===== src/rtl/pdm_codec_subsystem_if.sv =====
// Register-side and pin-side signals of the PDM codec subsystem.
// master owns samples, configuration and input pins; slave is the codec.
interface pdm_codec_subsystem_if;
    logic [5:0]  mod_scale;
    logic [31:0] mod_align;
    logic [31:0] mod_din_l;
    logic [31:0] mod_din_r;
    logic        mod_ock;
    logic        mod_sdo;
    logic [5:0]  demod_scale;
    logic [31:0] demod_align;
    logic        demod_sdi;
    logic        demod_ock;
    logic [31:0] demod_dout_l;
    logic [31:0] demod_dout_r;
    logic        ir_sdi;
    logic        ir_ock;
    logic        ir_bck;
    logic        ir_load;
    logic        ir_done;
    logic [4:0]  ir_dout;

    modport master (
        output mod_scale, mod_align, mod_din_l, mod_din_r, mod_ock,
        output demod_scale, demod_align, demod_sdi, demod_ock,
        output ir_sdi, ir_ock, ir_bck, ir_load,
        input  mod_sdo, demod_dout_l, demod_dout_r, ir_done, ir_dout
    );

    modport slave (
        input  mod_scale, mod_align, mod_din_l, mod_din_r, mod_ock,
        input  demod_scale, demod_align, demod_sdi, demod_ock,
        input  ir_sdi, ir_ock, ir_bck, ir_load,
        output mod_sdo, demod_dout_l, demod_dout_r, ir_done, ir_dout
    );
endinterface


===== src/rtl/pdm_codec_subsystem.sv =====
// Stereo PDM modulator/demodulator plus IR slot-frame receiver on oversampled pins.
// Latency: strobes 3 clk after a pin edge, mod_sdo 4 clk, demod outputs 5 clk; no backpressure.
module pdm_codec_subsystem #(
    parameter int FILTER_SHIFT  = 5,
    parameter int IR_SLOTS      = 31,
    parameter int IR_MIN_PULSES = 2
) (
    input  logic                  clk,
    input  logic                  rstn,
    pdm_codec_subsystem_if.slave  bus
);
    localparam int CK_MOD   = 0;
    localparam int CK_DEMOD = 1;
    localparam int CK_IR    = 2;
    localparam int CK_BCK   = 3;
    localparam int SLOT_W   = $clog2(IR_SLOTS);

    function automatic logic [31:0] scale_fn(input logic [31:0] x,
                                             input logic [5:0]  scale,
                                             input logic [31:0] align);
        logic [31:0] shifted;
        shifted = scale[5] ? (x >> scale[4:0]) : (x << scale[4:0]);
        return shifted + align;
    endfunction

    // One-pole IIR towards full-scale or zero; d is kept 34-bit signed so the
    // arithmetic shift rounds toward minus infinity for falling steps.
    function automatic logic [31:0] iir_step(input logic [31:0] y, input logic bit_in);
        logic signed [33:0] d;
        logic signed [33:0] sum;
        d   = $signed({2'b00, {32{bit_in}}}) - $signed({2'b00, y});
        sum = $signed({2'b00, y}) + (d >>> FILTER_SHIFT);
        return sum[31:0];
    endfunction

    // ------------------------------------------------------------------
    // Pin conditioning
    // ------------------------------------------------------------------
    logic [3:0] ck_pin, ck_s1, ck_s2, ck_s3, rise, fall;
    logic [1:0] d_pin, d_s1, d_s2;

    assign ck_pin = {bus.ir_bck, bus.ir_ock, bus.demod_ock, bus.mod_ock};
    assign d_pin  = {bus.ir_sdi, bus.demod_sdi};

    always_ff @(posedge clk or negedge rstn) begin
        if (!rstn) begin
            ck_s1 <= '0;
            ck_s2 <= '0;
            ck_s3 <= '0;
            rise  <= '0;
            fall  <= '0;
            d_s1  <= '0;
            d_s2  <= '0;
        end else begin
            ck_s1 <= ck_pin;
            ck_s2 <= ck_s1;
            ck_s3 <= ck_s2;
            rise  <= ck_s2 & ~ck_s3;
            fall  <= ~ck_s2 & ck_s3;
            d_s1  <= d_pin;
            d_s2  <= d_s1;
        end
    end

    // ------------------------------------------------------------------
    // Audio modulator: first-order sigma-delta per channel
    // ------------------------------------------------------------------
    logic [31:0] acc_l, acc_r;
    logic        mod_sdo_q;
    logic [32:0] mod_sum_l, mod_sum_r;

    assign mod_sum_l = {1'b0, acc_l} + {1'b0, scale_fn(bus.mod_din_l, bus.mod_scale, bus.mod_align)};
    assign mod_sum_r = {1'b0, acc_r} + {1'b0, scale_fn(bus.mod_din_r, bus.mod_scale, bus.mod_align)};

    always_ff @(posedge clk or negedge rstn) begin
        if (!rstn) begin
            acc_l     <= '0;
            acc_r     <= '0;
            mod_sdo_q <= 1'b0;
        end else if (rise[CK_MOD]) begin
            acc_l     <= mod_sum_l[31:0];
            mod_sdo_q <= mod_sum_l[32];
        end else if (fall[CK_MOD]) begin
            acc_r     <= mod_sum_r[31:0];
            mod_sdo_q <= mod_sum_r[32];
        end
    end

    assign bus.mod_sdo = mod_sdo_q;

    // ------------------------------------------------------------------
    // Audio demodulator: left on fall, right on rise
    // ------------------------------------------------------------------
    logic [31:0] y_l, y_r, dout_l, dout_r;
    logic        upd_l, upd_r;

    always_ff @(posedge clk or negedge rstn) begin
        if (!rstn) begin
            y_l    <= '0;
            y_r    <= '0;
            upd_l  <= 1'b0;
            upd_r  <= 1'b0;
            dout_l <= '0;
            dout_r <= '0;
        end else begin
            upd_l <= fall[CK_DEMOD];
            upd_r <= rise[CK_DEMOD];
            if (fall[CK_DEMOD]) y_l <= iir_step(y_l, d_s2[0]);
            if (rise[CK_DEMOD]) y_r <= iir_step(y_r, d_s2[0]);
            if (upd_l) dout_l <= scale_fn(y_l, bus.demod_scale, bus.demod_align);
            if (upd_r) dout_r <= scale_fn(y_r, bus.demod_scale, bus.demod_align);
        end
    end

    assign bus.demod_dout_l = dout_l;
    assign bus.demod_dout_r = dout_r;

    // ------------------------------------------------------------------
    // IR slot-frame receiver
    // ------------------------------------------------------------------
    typedef enum logic [1:0] {IR_IDLE, IR_ARM, IR_RUN} ir_state_t;

    ir_state_t         ir_state, ir_state_nxt;
    logic [SLOT_W-1:0] slot, slot_nxt;
    logic [1:0]        pulses, pulses_nxt, pulses_inc;
    logic [4:0]        count, count_nxt;
    logic [4:0]        ir_dout_q, ir_dout_nxt;
    logic              ir_done_q, ir_done_nxt;
    logic              ir_pulse;

    assign ir_pulse = rise[CK_IR] & d_s2[1];

    always_comb begin
        ir_state_nxt = ir_state;
        slot_nxt     = slot;
        pulses_nxt   = pulses;
        count_nxt    = count;
        ir_dout_nxt  = ir_dout_q;
        ir_done_nxt  = ir_done_q;
        pulses_inc   = (ir_pulse && pulses != 2'd3) ? pulses + 2'd1 : pulses;

        case (ir_state)
            IR_IDLE: begin
                if (bus.ir_load) begin
                    ir_state_nxt = IR_ARM;
                    ir_done_nxt  = 1'b0;
                end
            end
            IR_ARM: begin
                if (rise[CK_BCK]) begin
                    ir_state_nxt = IR_RUN;
                    slot_nxt     = '0;
                    pulses_nxt   = '0;
                    count_nxt    = '0;
                end
            end
            IR_RUN: begin
                pulses_nxt = pulses_inc;
                // A carrier pulse coinciding with the slot clock belongs to the closing slot.
                if (rise[CK_BCK]) begin
                    pulses_nxt = '0;
                    if (int'(pulses_inc) >= IR_MIN_PULSES) count_nxt = count + 5'd1;
                    slot_nxt = slot + SLOT_W'(1);
                    if (int'(slot) == IR_SLOTS - 1) begin
                        ir_dout_nxt  = count_nxt;
                        ir_done_nxt  = 1'b1;
                        ir_state_nxt = IR_IDLE;
                    end
                end
            end
            default: ir_state_nxt = IR_IDLE;
        endcase
    end

    always_ff @(posedge clk or negedge rstn) begin
        if (!rstn) begin
            ir_state  <= IR_IDLE;
            slot      <= '0;
            pulses    <= '0;
            count     <= '0;
            ir_dout_q <= '0;
            ir_done_q <= 1'b1;
        end else begin
            ir_state  <= ir_state_nxt;
            slot      <= slot_nxt;
            pulses    <= pulses_nxt;
            count     <= count_nxt;
            ir_dout_q <= ir_dout_nxt;
            ir_done_q <= ir_done_nxt;
        end
    end

    assign bus.ir_done = ir_done_q;
    assign bus.ir_dout = ir_dout_q;

endmodule


===== src/flat_wrapper.sv =====
// flat-port wrapper written by rule: the top's interface ports become plain ports
module pdm_codec_subsystem_flat 
#(
    parameter int FILTER_SHIFT  = 5,
    parameter int IR_SLOTS      = 31,
    parameter int IR_MIN_PULSES = 2
)
  (clk, rstn, bus_mod_scale, bus_mod_align, bus_mod_din_l, bus_mod_din_r, bus_mod_ock, bus_demod_scale, bus_demod_align, bus_demod_sdi, bus_demod_ock, bus_ir_sdi, bus_ir_ock, bus_ir_bck, bus_ir_load, bus_mod_sdo, bus_demod_dout_l, bus_demod_dout_r, bus_ir_done, bus_ir_dout);
  pdm_codec_subsystem_if bus_i ();
  input  logic clk;
  input  logic rstn;
  input wire logic [$bits(bus_i.mod_scale)-1:0] bus_mod_scale;
  input wire logic [$bits(bus_i.mod_align)-1:0] bus_mod_align;
  input wire logic [$bits(bus_i.mod_din_l)-1:0] bus_mod_din_l;
  input wire logic [$bits(bus_i.mod_din_r)-1:0] bus_mod_din_r;
  input wire logic [$bits(bus_i.mod_ock)-1:0] bus_mod_ock;
  input wire logic [$bits(bus_i.demod_scale)-1:0] bus_demod_scale;
  input wire logic [$bits(bus_i.demod_align)-1:0] bus_demod_align;
  input wire logic [$bits(bus_i.demod_sdi)-1:0] bus_demod_sdi;
  input wire logic [$bits(bus_i.demod_ock)-1:0] bus_demod_ock;
  input wire logic [$bits(bus_i.ir_sdi)-1:0] bus_ir_sdi;
  input wire logic [$bits(bus_i.ir_ock)-1:0] bus_ir_ock;
  input wire logic [$bits(bus_i.ir_bck)-1:0] bus_ir_bck;
  input wire logic [$bits(bus_i.ir_load)-1:0] bus_ir_load;
  output wire logic [$bits(bus_i.mod_sdo)-1:0] bus_mod_sdo;
  output wire logic [$bits(bus_i.demod_dout_l)-1:0] bus_demod_dout_l;
  output wire logic [$bits(bus_i.demod_dout_r)-1:0] bus_demod_dout_r;
  output wire logic [$bits(bus_i.ir_done)-1:0] bus_ir_done;
  output wire logic [$bits(bus_i.ir_dout)-1:0] bus_ir_dout;
  assign bus_i.mod_scale = bus_mod_scale;
  assign bus_i.mod_align = bus_mod_align;
  assign bus_i.mod_din_l = bus_mod_din_l;
  assign bus_i.mod_din_r = bus_mod_din_r;
  assign bus_i.mod_ock = bus_mod_ock;
  assign bus_i.demod_scale = bus_demod_scale;
  assign bus_i.demod_align = bus_demod_align;
  assign bus_i.demod_sdi = bus_demod_sdi;
  assign bus_i.demod_ock = bus_demod_ock;
  assign bus_i.ir_sdi = bus_ir_sdi;
  assign bus_i.ir_ock = bus_ir_ock;
  assign bus_i.ir_bck = bus_ir_bck;
  assign bus_i.ir_load = bus_ir_load;
  assign bus_mod_sdo = bus_i.mod_sdo;
  assign bus_demod_dout_l = bus_i.demod_dout_l;
  assign bus_demod_dout_r = bus_i.demod_dout_r;
  assign bus_ir_done = bus_i.ir_done;
  assign bus_ir_dout = bus_i.ir_dout;
  pdm_codec_subsystem #(.FILTER_SHIFT(FILTER_SHIFT), .IR_SLOTS(IR_SLOTS), .IR_MIN_PULSES(IR_MIN_PULSES)) u_core (.clk(clk), .rstn(rstn), .bus(bus_i));
endmodule

===== config.mk =====
export PLATFORM = sky130hd
export DESIGN_NAME = pdm_codec_subsystem_flat
export DESIGN_NICKNAME = d
export VERILOG_FILES = /design/src/rtl/pdm_codec_subsystem_if.sv /design/src/rtl/pdm_codec_subsystem.sv /design/src/flat_wrapper.sv
export SDC_FILE = /design/constraint.sdc
export NUM_CORES = 2
export LEC_CHECK = 0
export CAP_MARGIN = 30
export CORE_ASPECT_RATIO = 0.9
export CORE_MARGIN = 4
export CORE_UTILIZATION = 67
export CTS_BUF_LIST = sky130_fd_sc_hd__clkbuf_16
export DETAILED_ROUTE_END_ITERATION = 10
export PLACE_DENSITY = 0.88
export SYNTH_ARGS = -nofsm -noshare
export SYNTH_HDL_FRONTEND = slang
export SYNTH_SLANG_ARGS = --single-unit

===== constraint.sdc =====
create_clock -name clk -period 19 [get_ports clk]
set_input_delay 3.8 -clock clk [delete_from_list [all_inputs] [get_ports clk]]
set_output_delay 3.8 -clock clk [all_outputs]
set_load 0.05 [all_outputs]

==> qor.csv <==
stage,metric,value,unit
yosys,synth.area.top_cells,"dfrtp_1 17%, ha_1 11%, mux2i_1 8.3%, o21ai_0 6.1%, a21oi_1 5.9%",
yosys,top_area_share,16.8,%
final_timing,fin_setup_tns,0,ns
placement,portBuffers,219,
setup_path,rrSetupSlack,12.31,ns
layout,logic_area,0.0277,mm^2
cts,htreeDepth,1,
grt,gr-usage-all-layers,38.5,%
yosys,yosys_warnings,0,
cts,cts_buffer_depth,3,
floorplan,ioPinCount,220,
power,p_leak,17.1,nW
cts,cts_resized,0,
layout,lay_top_cells,"427 x o21ai_0, 427 x nor2_1, 417 x a21oi_1, 323 x nand2_1, 320 x ha_1",
grt,grt_start_max_net_pins,123,
placement,dpl.hpwl,87800,um
setup_path,path_delay_family,AND-OR/OR-AND gates,
route,drt-wirelength-per-cell,22.1,um
route,viasPerCell,6.91,
yosys,synthesis.nets,4917,
yosys,netlist_instances,4440,
layout,utilization,74.2,%
final_timing,hold_viol,0,
layout,syn_to_final_growth,9.36,%
setup_path,endpoint_kind,register,
layout,flop_area,0.00593,mm^2
placement,place_ws,7.36,ns
cts,cts_setup_buffers,0,
power,ir_drop,182,uV
cts,cts_root_buf,clkbuf_16,
route,ant_nets,0,
final_timing,finalWorstSetupSlack,7.68,ns
outcome,outcome,finished clean,
yosys,edf_count,0,
-- kinds of logic after synthesis --
kind of cell,Yosys count,share of synthesized area [%]
AND-OR/OR-AND,1527,26.8
AND/OR/NAND/NOR,1150,14.9
multiplexers,525,18.6
buffers and inverters,408,4.48
adder cells (fa/ha/maj),328,11.8
XOR/XNOR,265,6.60
flip-flops,237,16.9
-- power by group --
part / internal [W] / switching, W / total, W
clock: 0.000334 / 0.000248 / 0.000581
combinational: 0.00202 / 0.00276 / 0.00478
sequential: 0.000720 / 0.000267 / 0.000987
-- per-stage QoR --
| stage | instance area, um^2 | total power (W) |
|---|---|---|
| after floorplan | 35200 | 0.00448 |
| after global placement | 37500 | 0.00542 |
| after detailed placement | 37500 | 0.00558 |
| after CTS | 38400 | 0.00622 |
| after global routing | 38400 | 0.00681 |
| final | 38500 | 0.00635 |
-- final cells by class --
type	instances	share of cell area [%]
Multi-Input combinational cell	3795	71.9
Antenna cell	9	0.0586
Clock inverter	25	0.634
Sequential cell	237	15.4
Tap cell	688	2.24
Clock buffer	29	1.89
Inverter	170	1.67
Timing Repair Buffer	248	6.16
-- worst min path at each step --
stage | start | end | slack [ns] | depth (start not counted)
global placement | u_core.d_s1[0] | u_core.d_s2[0] | 0.33 | 0
floorplan | u_core.ck_s1[0] | u_core.ck_s2[0] | 0.33 | 0
finish | u_core.ck_s1[1] | u_core.ck_s2[1] | 0.35 | 0
global route | u_core.d_s1[0] | u_core.d_s2[0] | 0.37 | 0
detailed placement | u_core.ck_s1[1] | u_core.ck_s2[1] | 0.34 | 0
CTS | u_core.ck_s1[1] | u_core.ck_s2[1] | 0.35 | 0
-- routing by layer --
metal / track usage (%) / vias to the layer above
met5: 0 / -
met3: 13.9 / 272
met1: 55.8 / 16900
met4: 8.73 / 6
met2: 55.0 / 2209
li1: - / 16500
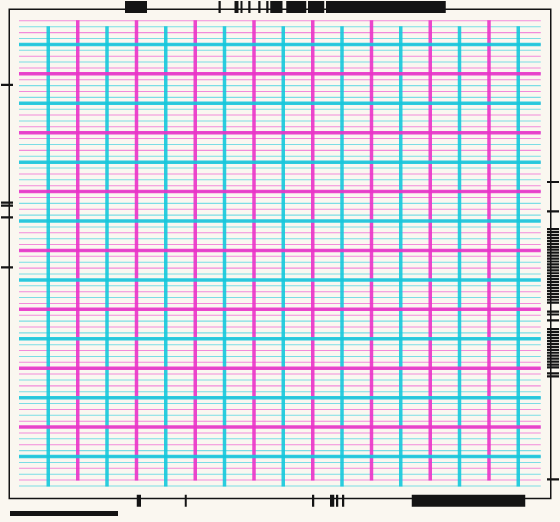
*Power grid*
The bar under the picture is 50 um long. Pins as bars on the die edge.
color	net
magenta	VDD
cyan	VSS
met5 straps	15
signal pins	220

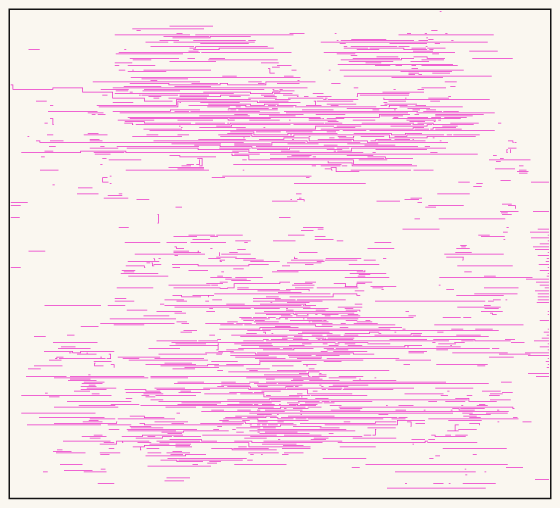
*Metal 3*
longest straight run	97.1 um
share of all routed wire	14%
main direction	horizontal
wire length on this layer	16,600 um

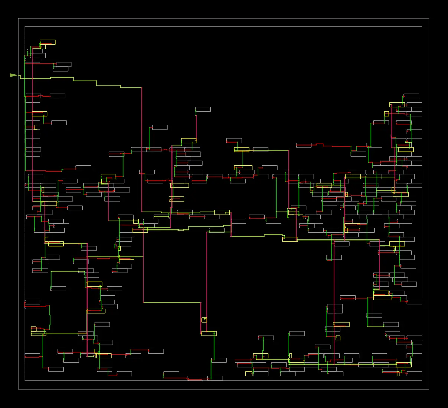
*Clock routing*
Clock Skews: 0.0177 ns
Clock buffer cells: 29
Sink Count: 237
Flop Count: 237
Skew-Pair Late Insertion Delay: 0.59 ns

No activity file was given, so power comes from the tool's default toggle rates.
